run_1/placement_by_type.png
The bar under the picture is 20 um long.
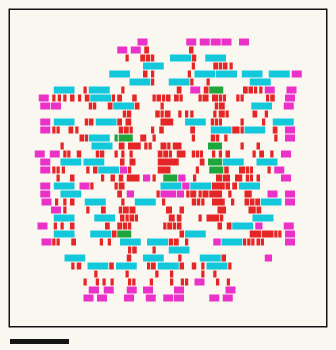
run_1/congestion.png
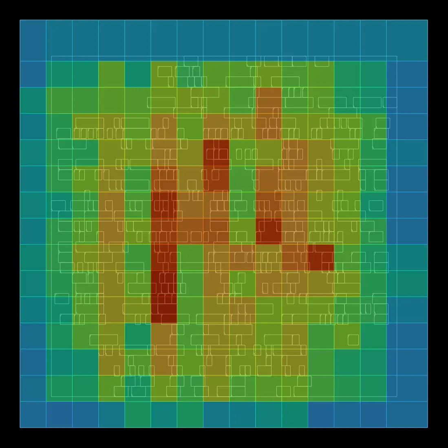
run_1/sizes.png
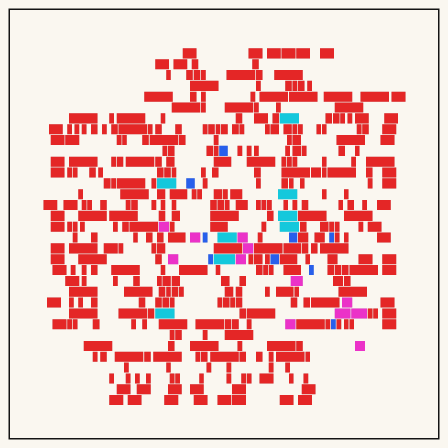
### src/rtl/nibble_serial_adder.sv
// Nibble-serial adder: one 4-bit CLA stage reused once per nibble.
// Valid/ready on both sides; result held in DONE until consumed.

module cla4_stage (
  output logic [3:0] sum,
  output logic       cout,
  input  logic [3:0] a,
  input  logic [3:0] b,
  input  logic       cin
);

  logic [3:0] g;
  logic [3:0] p;
  logic [4:0] c;

  // Generate/propagate terms and two-level look-ahead carries
  always_comb begin
    g    = a & b;
    p    = a ^ b;
    c[0] = cin;
    c[1] = g[0] | (p[0] & cin);
    c[2] = g[1] | (p[1] & g[0]) | (p[1] & p[0] & cin);
    c[3] = g[2] | (p[2] & g[1]) | (p[2] & p[1] & g[0])
         | (p[2] & p[1] & p[0] & cin);
    c[4] = g[3] | (p[3] & g[2]) | (p[3] & p[2] & g[1])
         | (p[3] & p[2] & p[1] & g[0])
         | (p[3] & p[2] & p[1] & p[0] & cin);
    sum  = p ^ c[3:0];
    cout = c[4];
  end

endmodule

module nibble_serial_adder #(
  parameter int NIBBLES = 4
) (
  input  logic                 clk,
  input  logic                 rst,
  input  logic                 in_valid,
  output logic                 in_ready,
  input  logic [4*NIBBLES-1:0] a,
  input  logic [4*NIBBLES-1:0] b,
  input  logic                 cin,
  output logic                 out_valid,
  input  logic                 out_ready,
  output logic [4*NIBBLES-1:0] sum,
  output logic                 cout,
  output logic                 ovf
);

  localparam int W  = 4 * NIBBLES;
  localparam int IW = (NIBBLES > 1) ? $clog2(NIBBLES) : 1;
  localparam logic [IW-1:0] LAST = IW'(NIBBLES - 1);

  typedef enum logic [1:0] {
    IDLE = 2'd0,
    RUN  = 2'd1,
    DONE = 2'd2
  } state_t;

  state_t        state_q, state_d;
  logic [W-1:0]  a_q, a_d;
  logic [W-1:0]  b_q, b_d;
  logic [W-1:0]  sum_q, sum_d;
  logic          carry_q, carry_d;
  logic          cout_q, cout_d;
  logic          ovf_q, ovf_d;
  logic [IW-1:0] idx_q, idx_d;

  logic [3:0]    nib_a;
  logic [3:0]    nib_b;
  logic [3:0]    st_sum;
  logic          st_cout;
  logic [W-1:0]  nib_mask;
  logic [W-1:0]  nib_val;

  // Select the current nibble of each captured operand
  always_comb begin
    nib_a    = 4'(a_q >> (4 * idx_q));
    nib_b    = 4'(b_q >> (4 * idx_q));
    nib_mask = W'(4'hF) << (4 * idx_q);
    nib_val  = W'(st_sum) << (4 * idx_q);
  end

  cla4_stage u_cla (
    .sum  (st_sum),
    .cout (st_cout),
    .a    (nib_a),
    .b    (nib_b),
    .cin  (carry_q)
  );

  // Next-state, datapath updates and handshake outputs
  always_comb begin
    state_d   = state_q;
    a_d       = a_q;
    b_d       = b_q;
    sum_d     = sum_q;
    carry_d   = carry_q;
    cout_d    = cout_q;
    ovf_d     = ovf_q;
    idx_d     = idx_q;
    in_ready  = 1'b0;
    out_valid = 1'b0;
    unique case (state_q)
      IDLE: begin
        in_ready = 1'b1;
        if (in_valid) begin
          a_d     = a;
          b_d     = b;
          carry_d = cin;
          idx_d   = '0;
          sum_d   = '0;
          cout_d  = 1'b0;
          ovf_d   = 1'b0;
          state_d = RUN;
        end
      end
      RUN: begin
        sum_d   = (sum_q & ~nib_mask) | nib_val;
        carry_d = st_cout;
        if (idx_q == LAST) begin
          cout_d  = st_cout;
          ovf_d   = (a_q[W-1] == b_q[W-1])
                  && (st_sum[3] != a_q[W-1]);
          state_d = DONE;
        end else begin
          idx_d = idx_q + 1'b1;
        end
      end
      DONE: begin
        out_valid = 1'b1;
        if (out_ready) begin
          state_d = IDLE;
        end
      end
      default: begin
        state_d = IDLE;
      end
    endcase
  end

  // State and datapath registers with synchronous reset
  always_ff @(posedge clk) begin
    if (rst) begin
      state_q <= IDLE;
      a_q     <= '0;
      b_q     <= '0;
      sum_q   <= '0;
      carry_q <= 1'b0;
      cout_q  <= 1'b0;
      ovf_q   <= 1'b0;
      idx_q   <= '0;
    end else begin
      state_q <= state_d;
      a_q     <= a_d;
      b_q     <= b_d;
      sum_q   <= sum_d;
      carry_q <= carry_d;
      cout_q  <= cout_d;
      ovf_q   <= ovf_d;
      idx_q   <= idx_d;
    end
  end

  assign sum  = sum_q;
  assign cout = cout_q;
  assign ovf  = ovf_q;

endmodule

### config.mk
export PLATFORM = sky130hd
export DESIGN_NAME = nibble_serial_adder
export DESIGN_NICKNAME = d
export VERILOG_FILES = /design/src/rtl/nibble_serial_adder.sv
export SDC_FILE = /design/constraint.sdc
export NUM_CORES = 1
export LEC_CHECK = 0
export ABC_AREA = 1
export CAP_MARGIN = 20
export CORE_MARGIN = 8
export CORE_UTILIZATION = 30
export CTS_CLUSTER_SIZE = 14
export DETAILED_ROUTE_END_ITERATION = 16
export PLACE_DENSITY = 0.48
export SYNTH_ARGS = -nofsm -noshare
export SYNTH_HDL_FRONTEND = slang
export SYNTH_SLANG_ARGS = --single-unit
export TNS_END_PERCENT = 10
### constraint.sdc
create_clock -name clk -period 2.35 [get_ports clk]
set_input_delay 0.235 -clock clk [delete_from_list [all_inputs] [get_ports clk]]
set_output_delay 0.235 -clock clk [all_outputs]
set_load 0.005 [all_outputs]
==> Slide: Implementation Results, run 1 <==
Implementation Results

Outcome
  • Status: finished, final reports clean

Synth
  • Dominant cell area share: 0.439
  • Syn nets: 395
  • Syn_area_per_cell: 7.19 um2
  • Top_reg_cell synth: dfxtp_1
  • Post-synth top cells: nor2_1, dfxtp_1, o21ai_0, nand2_1, a21oi_1
  • Top cells, area: dfxtp_1, nor2_1, o21ai_0
  • Register area share after synthesis: 0.439
  • Ys Warns: 0
  • Mapped Cells: 349
  • Cell with the most instances after synthesis: nor2_1
  • Area leader, netlist: dfxtp_1
  • # Cells Yosys: 349
  • Synth unique cells: 27
  • Synth flops: 55
  • Chip area in the Yosys report: 2510 um2

CTS
  • CTS Buf Count: 5
  • Clock sink count: 55
  • Post-CTS Setup Inserts: 0
  • Worst-path clk slew: 100 ps
  • CTS tree: yes
  • Worst-Skew Late Latency: 300 ps
  • H-tree levels: 2
  • Root buf cell: clkbuf_8
  • Worst-case clock buffer depth: 2

Drt
  • Total vias in the final route: 2417
  • DR vias/cell: 4.73
  • WL/cell: 13.4 um
  • Routed wire length: 6840 um
  • Remaining DRCs: 0
  • Final ANT Viol Nets: 0
  • Drt first pass iters: 4
  • DR iter-0 viols: 69

Worst hold path
  • Hold path depth: 2
  • Min-delay src: sum[1]
  • Worst min-delay path class: register to register

Critical path
  • Data required, critical path: 2550 ps
  • RR Startpoint: idx_q[0]
  • Critical Path AT: 2330 ps
  • FF-to-FF setup slack: 210 ps
  • Worst flop-to-flop path endpoint: carry_q
  • WS Path Type: register to register
  • Worst reg2reg path depth: 11
  • Setup crit end kind: register
  • Crit start category: register

Timing
  • Max-slew violation count: 0
  • Fin Clk Skew: 6.97 ps
  • Crit share post-route: 0.909
  • Worst-Margin Slew: 362 ps
  • Minimum clock period: 2140 ps
  • Final Setup Violations: 0
  • Slew HR: 0.758
  • Hold Slack: 463 ps
  • RSZ-0062 raised after global routing: no
  • Hold Vio Cnt, Final: 0
  • Highest Clock Rate: 468 MHz

Global routing
  • Vias in the first global route: 2403
  • Initial antenna violation count: 0
  • Global route total overflow: 0
  • Largest net degree at the start of global routing: 35

Placement
  • Placed insts: 503
  • Cell Area, Placed: 3190 um2
  • Pre-CTS WS: 102 ps
  • Placer Congestion: 0.824
  • Dpl hpwl: 5180 um

Power
  • Pwr Density: 630 nW/um2
  • Design Power: 2.08 mW
  • Leakage: 1.36 nW

Final layout
  • Layout Cells excl Fill: 511
  • Antenna cell count: 0
  • Nets@finish: 451
  • Post-Layout Inst Area: 3300 um2
  • Synth-to-layout area growth: 31.6%
  • Fin util: 0.404

Die
  • DIE AREA: 11500 um2
  • Initial core utilization: 0.307
  • DIE WIDTH: 107 um
  • Die height: 107 um
  • Core area: 8180 um2
  • Boundary Pins: 57

Flow run
  • Max Cap Viol: 0
Back to the opening pictures, placement_by_type.png:
Key: green = clock drivers and dummy loads [cells 8]; cyan = flops [cells 55]; magenta = other buffers and delay cells [cells 66]; red = combinational and other logic [cells 277]

Back to the opening pictures, congestion.png:
global route hottest layer: met2
met3 usage: 0.0299
Total GRT Usage: 0.122

Back to the opening pictures, sizes.png:
Key: magenta = _3 and _4 cells [cells 12, share 3.0%, most used buf_4]; red = _0 and _1 cells [cells 377, share 93%, most used nor2_1]; cyan = _6 and larger [cells 8, share 2.0%, most used clkbuf_8]; blue = _2 cells [cells 9, share 2.2%, most used inv_2]

-- run 1: kinds of logic after synthesis --
kind of cell               share of synthesized area
and+or+nand+nor                                0.259
AOI/OAI and AO/OA                              0.180
DFF                                            0.439
buffers and inverters                         0.0678
adders and majority gates                     0.0479
xor gates and xnor gates                     0.00698
-- run 1: critical path, cell delays in order (launching register included) --
cell and delay (ps):
dfxtp_1 380, buf_8 190, o21ai_0 90, o22ai_1 180
ha_1 290, or2_2 300, nand2_1 110, nand2_1 90
nand2_2 120, nand2_1 60, nand2_1 120, a31oi_1 90
-- run 1: state kept, by name, summed over array words and instances (netlist names) --
signal and count:
a_q 16, state_q 2, ovf 1, sum 16, idx_q 2, b_q 16, cout 1, carry_q 1
-- run 1: what timing repair did --
item | CTS | global route
gates resized | 0 | 5
endpoints found under the hold margin | 0 | 0
setup endpoints to repair | 0 | 6
-- run 1: layout by cell type, fill, tap and decap left out, types with 2 or more instances in the layout --
master,synthesis,routed
a31oi_1,2,2
nor2_4,2,2
o21ai_0,49,49
inv_2,3,5
nand2_1,47,46
nand2_2,1,2
o22ai_1,8,8
nor3b_1,4,4
clkbuf_8,0,7
clkdlybuf4s50_1,0,56
a21oi_1,27,27
inv_1,19,18
dfxtp_1,55,55
nand4_1,5,5
buf_4,3,9
ha_1,8,8
nor2_1,87,87
nand3_1,7,7
-- run 1: layer usage --
metal,track usage,wire length [um],vias to the layer above
met1,0.148,3130,1108
li1,-,-,1250
met4,0.0327,61,0
met5,0,0,-
met3,0.0299,383,6
met2,0.211,3260,53
-- run 1: worst max path at each step --
stage,slack [ps],to,startpoint
after floorplan,200,ovf,idx_q[0]
after global routing,20,ovf,idx_q[0]
after detailed placement,100,carry_q,idx_q[0]
final,210,carry_q,idx_q[0]
after global placement,140,carry_q,idx_q[0]
after CTS,80,carry_q,idx_q[0]
-- run 1: area by class of cell --
class / instances / area [um2]
fillers: 887 / 4870
multi-input cells: 254 / 1240
flip-flops and latches: 55 / 1100
repair buffers: 66 / 643
well taps: 105 / 131
clock buffers: 8 / 100
inverters: 23 / 86.3
-- run 1: power by group --
| group | switching, mW | leakage (nW) | internal, mW |
|---|---|---|---|
| registers | 0.0373 | 0.452 | 0.995 |
| logic | 0.268 | 0.857 | 0.211 |
| clock network | 0.301 | 0.0515 | 0.270 |
==> run 2, diff against run 1 <==
--- a/config.mk
+++ b/config.mk
@@ -7,6 +7,7 @@
 export LEC_CHECK = 0
 export ABC_AREA = 1
 export CAP_MARGIN = 20
+export CORE_ASPECT_RATIO = 0.7
 export CORE_MARGIN = 8
 export CORE_UTILIZATION = 30
 export CTS_CLUSTER_SIZE = 14
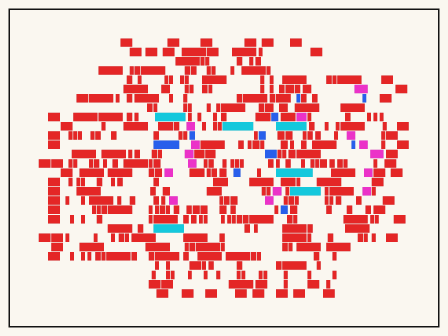
run_2/sizes.png
Key: blue = _2 cells [cells 10, share 2.5%, most used inv_2]; magenta = _3 and _4 cells [cells 15, share 3.7%, most used buf_4]; red = _0 and _1 cells [cells 376, share 92%, most used nor2_1]; cyan = _6 and larger [cells 6, share 1.5%, most used clkbuf_16]

==> run 2 against run 1 <==
Non-clock buffer count grew 2. Sequential power hardly changed. Global-route usage grew 0.59 points. Register-to-register slack worse by 40 ps. Via count hardly changed. Combinational power grew 3%.
==> Slide: Implementation Results, run 2 <==
Implementation Results

Timing
  • Max-slew violation count: 0 (unchanged)
  • Crit share post-route: 0.927 (+0.0181)
  • Worst-Margin Slew: 385 ps (+23.0 ps)
  • Slew HR: 0.742 (-0.0163)
  • Hold Vio Cnt, Final: 0 (unchanged)
  • Highest Clock Rate: 459 MHz (-2.0%)
  • Final Setup Violations: 0 (unchanged)
  • Hold Slack: 460 ps (-3.34 ps)
  • Minimum clock period: 2180 ps (+42.5 ps)
  • Fin Clk Skew: 4.90 ps (-2.08 ps)

Synth
  • Post-synth top cells: nor2_1, dfxtp_1, o21ai_0, nand2_1, a21oi_1
  • Dominant cell area share: 0.439 (unchanged)
  • Area leader, netlist: dfxtp_1
  • Register area share after synthesis: 0.439 (unchanged)
  • Syn_area_per_cell: 7.19 um2 (unchanged)
  • Chip area in the Yosys report: 2510 um2 (unchanged)
  • # Cells Yosys: 349 (unchanged)
  • Top_reg_cell synth: dfxtp_1
  • Synth unique cells: 27 (unchanged)
  • Mapped Cells: 349 (unchanged)
  • Top cells, area: dfxtp_1, nor2_1, o21ai_0
  • Ys Warns: 0 (unchanged)
  • Syn nets: 395 (unchanged)
  • Synth flops: 55 (unchanged)
  • Cell with the most instances after synthesis: nor2_1

Critical path
  • RR Startpoint: idx_q[0]
  • Crit path to: sum[11]
  • Setup crit end kind: register
  • Critical Path AT: 2400 ps (+70 ps)
  • FF-to-FF setup slack: 170 ps (-40 ps)
  • Worst reg2reg path depth: 10 (-1)
  • Worst path slowest cell: dfxtp_2
  • Data required, critical path: 2580 ps (+30 ps)
  • WS Path Type: register to register
  • Ordered list of cells on the worst path: buf_4, o21ai_0, o22ai_1, ha_1, or2_2, nand2_1, nand2_1, nand2_2, nand4_1, a21oi_1
  • Crit-path most repeated cell: nand2_1
  • Crit start category: register
  • Worst flop-to-flop path endpoint: sum[11]
  • Origin of the worst setup path: idx_q[0]
  • Worst path max stage delay: 370 ps (about the same)

CTS
  • Worst-path clk slew: 70 ps (-30 ps)
  • CTS Buf Count: 5 (unchanged)
  • Worst-case clock buffer depth: 2 (unchanged)
  • CTS tree: yes
  • H-tree levels: 2 (unchanged)
  • Root buf cell: clkbuf_16

Final layout
  • Nets@finish: 453 (+0.44%)
  • Fin util: 0.408 (+0.00441)
  • Antenna cell count: 0 (unchanged)
  • Synth-to-layout area growth: 34.6%
  • # fillers: 876 (-1.2%)
  • Top logic cells by instance count in the layout: nor2_1, clkdlybuf4s50_1, dfxtp_1, o21ai_0, nand2_1
  • Most frequent logic cell in the layout: nor2_1

Global routing
  • Initial antenna violation count: 0 (unchanged)
  • Largest net degree at the start of global routing: 36 (+2.9%)
  • Vias in the first global route: 2392 (-0.46%)

Drt
  • Drt first pass iters: 4 (unchanged)
  • Routed wire length: 7210 um (+5.4%)
  • Remaining DRCs: 0 (unchanged)
  • Final ANT Viol Nets: 0 (unchanged)
  • DR vias/cell: 4.72 (-0.11%)
  • Total vias in the final route: 2419 (+0.083%)
  • DR iter-0 viols: 158 (+130%)

Placement
  • Placer Congestion: 0.804 (-2.4%)
  • Dpl hpwl: 5310 um (+2.4%)
  • Pre-CTS WS: 181 ps (+79.5 ps)

Worst hold path
  • Worst min-delay path class: register to register

Power
  • Switch Pwr: 638 uW (+5.4%)
  • Switching Share: 0.272 (-0.0196)
  • Seq pwr share: 0.441 (-0.055)
  • Part of the power in the clock network: 0.350 (+0.076)
  • Comb pwr share: 0.210 (-0.020)
  • Pwr Density: 696 nW/um2 (+10%)

Die
  • DIE WIDTH: 125 um (+17%)
  • Initial core utilization: 0.303 (-0.00344)
  • DIE AREA: 11600 um2 (+0.40%)
  • Die height: 92.5 um (-14%)

Flow run
  • Tool warning count: 29

Outcome
  • Status: finished, final reports clean
==> run 2: cell types whose count changed in the layout (fill, tap and decap cells not counted), moves of 2 or more <==
cell	previous run	this run
buf_4	9	11
clkbuf_16	0	5
clkbuf_8	7	0
inv_2	5	3
o21ai_0	49	47
o21ai_1	0	2
==> run 2: worst min-delay path by stage <==
| stage | cells after the start | startpoint | endpoint | slack [ps] |
|---|---|---|---|---|
| after global routing | 2 | sum[4] | sum[4] | 490 |
| final | 2 | sum[5] | sum[5] | 460 |
| after global placement | 2 | sum[4] | sum[4] | 450 |
| after detailed placement | 2 | sum[5] | sum[5] | 460 |
| after CTS | 2 | sum[5] | sum[5] | 460 |
| after floorplan | 1 | rst | carry_q | 300 |
==> run 2: cell families (layout without fill, tap and decap cells) <==
| family | count (synthesis) | count (layout) | share of synthesized area |
|---|---|---|---|
| AND/OR/NAND/NOR | 156 | 156 | 0.259 |
| adder cells (fa/ha/maj) | 9 | 9 | 0.0479 |
| buffers and inverters | 40 | 98 | 0.0678 |
| flip-flops | 55 | 55 | 0.439 |
| XOR/XNOR | 2 | 2 | 0.00698 |
| AND-OR/OR-AND | 87 | 87 | 0.180 |
==> run 2: power by group through the flow <==
stage | Combinational (mW) | Clock, mW | Sequential, mW
2_1_floorplan | 0.305 | 0 | 1.04
3_3_place_gp | 0.474 | 0 | 1.06
3_5_place_dp | 0.474 | 0 | 1.06
4_1_cts | 0.477 | 0.835 | 1.03
5_1_grt | 0.563 | 0.878 | 1.04
6_report | 0.493 | 0.822 | 1.04
==> run 2: cell type report <==
type                            count  area, um2  share of cell area
Sequential cell                    55       1100               0.327
Clock inverter                      1       30.0             0.00890
Timing Repair Buffer               68        648               0.192
Clock buffer                        6        129              0.0382
Multi-Input combinational cell    254       1240               0.369
Tap cell                          105        131              0.0389
Inverter                           23       90.1              0.0267
==> run 2: through the flow <==
step	instance area [um2]	power, mW	std cells
floorplan	2510	1.35	349
global placement	3180	1.53	502
detailed placement	3180	1.53	502
CTS	3340	2.35	509
global route	3380	2.49	512
finish	3380	2.35	512
==> run 2: worst max-delay path, delay by kind of cell (launching register included) <==
kind	cells	cell delay, ps
AND/OR/NAND/NOR	5	820
AND-OR/OR-AND	3	450
buffers and inverters	1	210
flip-flops	1	370
adder cells (fa/ha/maj)	1	280
==> run 2: what timing repair did <==
item	in CTS	in global routing
endpoints found under the setup margin	0	4
setup buffers	0	3
gates resized	0	6
endpoints found under the hold margin	0	0
==> run 2: metal layers <==
metal	vias to the layer above	global-route usage	part of all wire
met3	4	0.0327	0.038
li1	1256	-	-
met2	51	0.179	0.38
met5	-	0	0
met1	1108	0.191	0.57
met4	0	0.0272	0.0064
==> run 3, diff against run 2 <==
--- a/config.mk
+++ b/config.mk
@@ -13,6 +13,8 @@
 export CTS_CLUSTER_SIZE = 14
 export DETAILED_ROUTE_END_ITERATION = 16
 export PLACE_DENSITY = 0.48
+export RECOVER_POWER = 25
+export SLEW_MARGIN = 20
 export SYNTH_ARGS = -nofsm -noshare
 export SYNTH_HDL_FRONTEND = slang
 export SYNTH_SLANG_ARGS = --single-unit
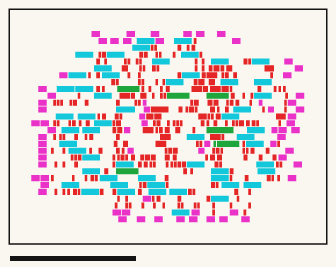
run_3/placement_by_type.png
The bar under the picture is 50 um long.
Key: cyan = flops [cells 55]; red = combinational and other logic [cells 277]; magenta = other buffers and delay cells [cells 68]; green = clock drivers and dummy loads [cells 7]

==> run 3 against run 2 <==
Wire length fell by 0.47%. Final area about the same. Synthesized area stayed put. Register-to-register slack hardly changed. First-iteration DRC count decreased by 1.9%. Non-clock buffer count did not move. Clock skew fell by 0.60 ps. Sequential power hardly changed. Critical path depth is the same. Fmax shrank 0.20%. Total power fell by 0.15%.
==> Slide: Implementation Results, run 3 <==
Implementation Results

Outcome
  • Status: finished, final reports clean

Final layout
  • Antenna cell count: 0 (unchanged)
  • Nets@finish: 453 (unchanged)

Critical path
  • Data required, critical path: 2580 ps (about the same)
  • Worst flop-to-flop path endpoint: sum[11]
  • RR Startpoint: idx_q[0]
  • WS Path Type: register to register
  • Crit start category: register

Synth
  • Basic Gates by Area: 0.259 (unchanged)
  • Post-synth top cells: nor2_1, dfxtp_1, o21ai_0, nand2_1, a21oi_1
  • Syn_area_per_cell: 7.19 um2 (unchanged)
  • Top_reg_cell synth: dfxtp_1
  • Post-synthesis xor/xnor area fraction: 0.00698 (unchanged)
  • Synth unique cells: 27 (unchanged)
  • Top cells, area: dfxtp_1, nor2_1, o21ai_0
  • Area leader, netlist: dfxtp_1
  • Register area share after synthesis: 0.439 (unchanged)
  • Chip area in the Yosys report: 2510 um2 (unchanged)
  • Dominant cell area share: 0.439 (unchanged)
  • Cell with the most instances after synthesis: nor2_1
  • Synth flops: 55 (unchanged)

Power
  • Switch Pwr: 638 uW (about the same)
  • Seq pwr share: 0.441 (about the same)

Worst hold path
  • Hold path depth: 2 (unchanged)
  • Min-delay src: sum[5]

Timing
  • Crit share post-route: 0.929 (+0.00185)
  • Worst-Margin Slew: 661 ps (+276 ps)
  • Slew HR: 0.559 (-0.183)
  • Hold Slack: 457 ps (-3.49 ps)

Die
  • DIE AREA: 11600 um2 (unchanged)
  • Die height: 92.5 um (unchanged)
  • DIE WIDTH: 125 um (unchanged)
  • Initial core utilization: 0.303 (unchanged)

CTS
  • H-tree levels: 2 (unchanged)
  • Root buf cell: clkbuf_16

Global routing
  • Vias in the first global route: 2392 (unchanged)
  • Largest net degree at the start of global routing: 36 (unchanged)

Drt
  • Total vias in the final route: 2420 (+0.041%)
  • Drt first pass iters: 4 (unchanged)
  • Routed wire length: 7170 um (-0.47%)

Placement
  • Dpl hpwl: 5310 um (unchanged)
==> run 3: cell counts after synthesis <==
Identical to the previous run, type by type.
==> run 3: logic make-up (layout without fill, tap and decap cells) <==
group           count (synthesis)  after routing
buf+inv                        40             98
flops                          55             55
simple gates                  156            156
compound gates                 87             87
fa+ha+maj                       9              9
xor+xnor                        2              2
==> run 3: layer usage <==
layer / share of wire / global-route usage / up-vias
met3: 0.041 / 0.0327 / 6
met1: 0.56 / 0.191 / 1101
li1: - / - / 1257
met2: 0.39 / 0.179 / 56
met5: 0 / 0 / -
met4: 0.0089 / 0.0272 / 0
==> run 3: power by group through the flow <==
stage | Combinational (mW) | Clock [mW] | Sequential [mW]
2_1_floorplan | 0.305 | 0 | 1.04
4_1_cts | 0.477 | 0.835 | 1.03
6_report | 0.489 | 0.822 | 1.04
3_3_place_gp | 0.474 | 0 | 1.06
3_5_place_dp | 0.474 | 0 | 1.06
5_1_grt | 0.560 | 0.878 | 1.04
==> run 3: worst max path at each step <==
stage	from	endpoint	slack [ps]	depth (start not counted)
6_report	idx_q[0]	sum[11]	170	10
5_1_grt	idx_q[0]	ovf	-20	11
3_3_place_gp	idx_q[0]	sum[11]	210	10
2_1_floorplan	idx_q[0]	ovf	200	12
3_5_place_dp	idx_q[0]	sum[11]	180	10
4_1_cts	idx_q[0]	sum[11]	150	10
==> run 3: area by class of cell <==
type	count	area [um2]
clock inverters	1	30.0
well taps	105	131
repair buffers	68	646
fillers	877	4890
clock buffers	6	129
flip-flops and latches	55	1100
inverters	23	90.1
multi-input cells	254	1240
==> run 3: metrics by stage <==
step | instance area, um2 | util | worst slack, ps
2_1_floorplan | 2510 | - | 199
3_3_place_gp | 3180 | 0.385 | 206
3_5_place_dp | 3180 | 0.385 | 181
4_1_cts | 3340 | 0.404 | 155
5_1_grt | 3370 | 0.408 | -18.3
6_report | 3370 | 0.408 | 167
==> run 3: critical path, cell delays in order (launching register included) <==
cell	delay (ps)
dfxtp_2	370
clkinvlp_4	150
o21ai_0	200
o22ai_1	100
ha_1	330
or2_2	300
nand2_1	120
nand2_1	100
nand2_2	140
nand4_1	160
a21oi_1	160
==> run 3: what timing repair did <==
action	in CTS	in global routing
setup buffers	0	3
setup endpoints to repair	0	4
resized	0	6
Power figures rest on the tool's default switching activity, not on a simulated workload.
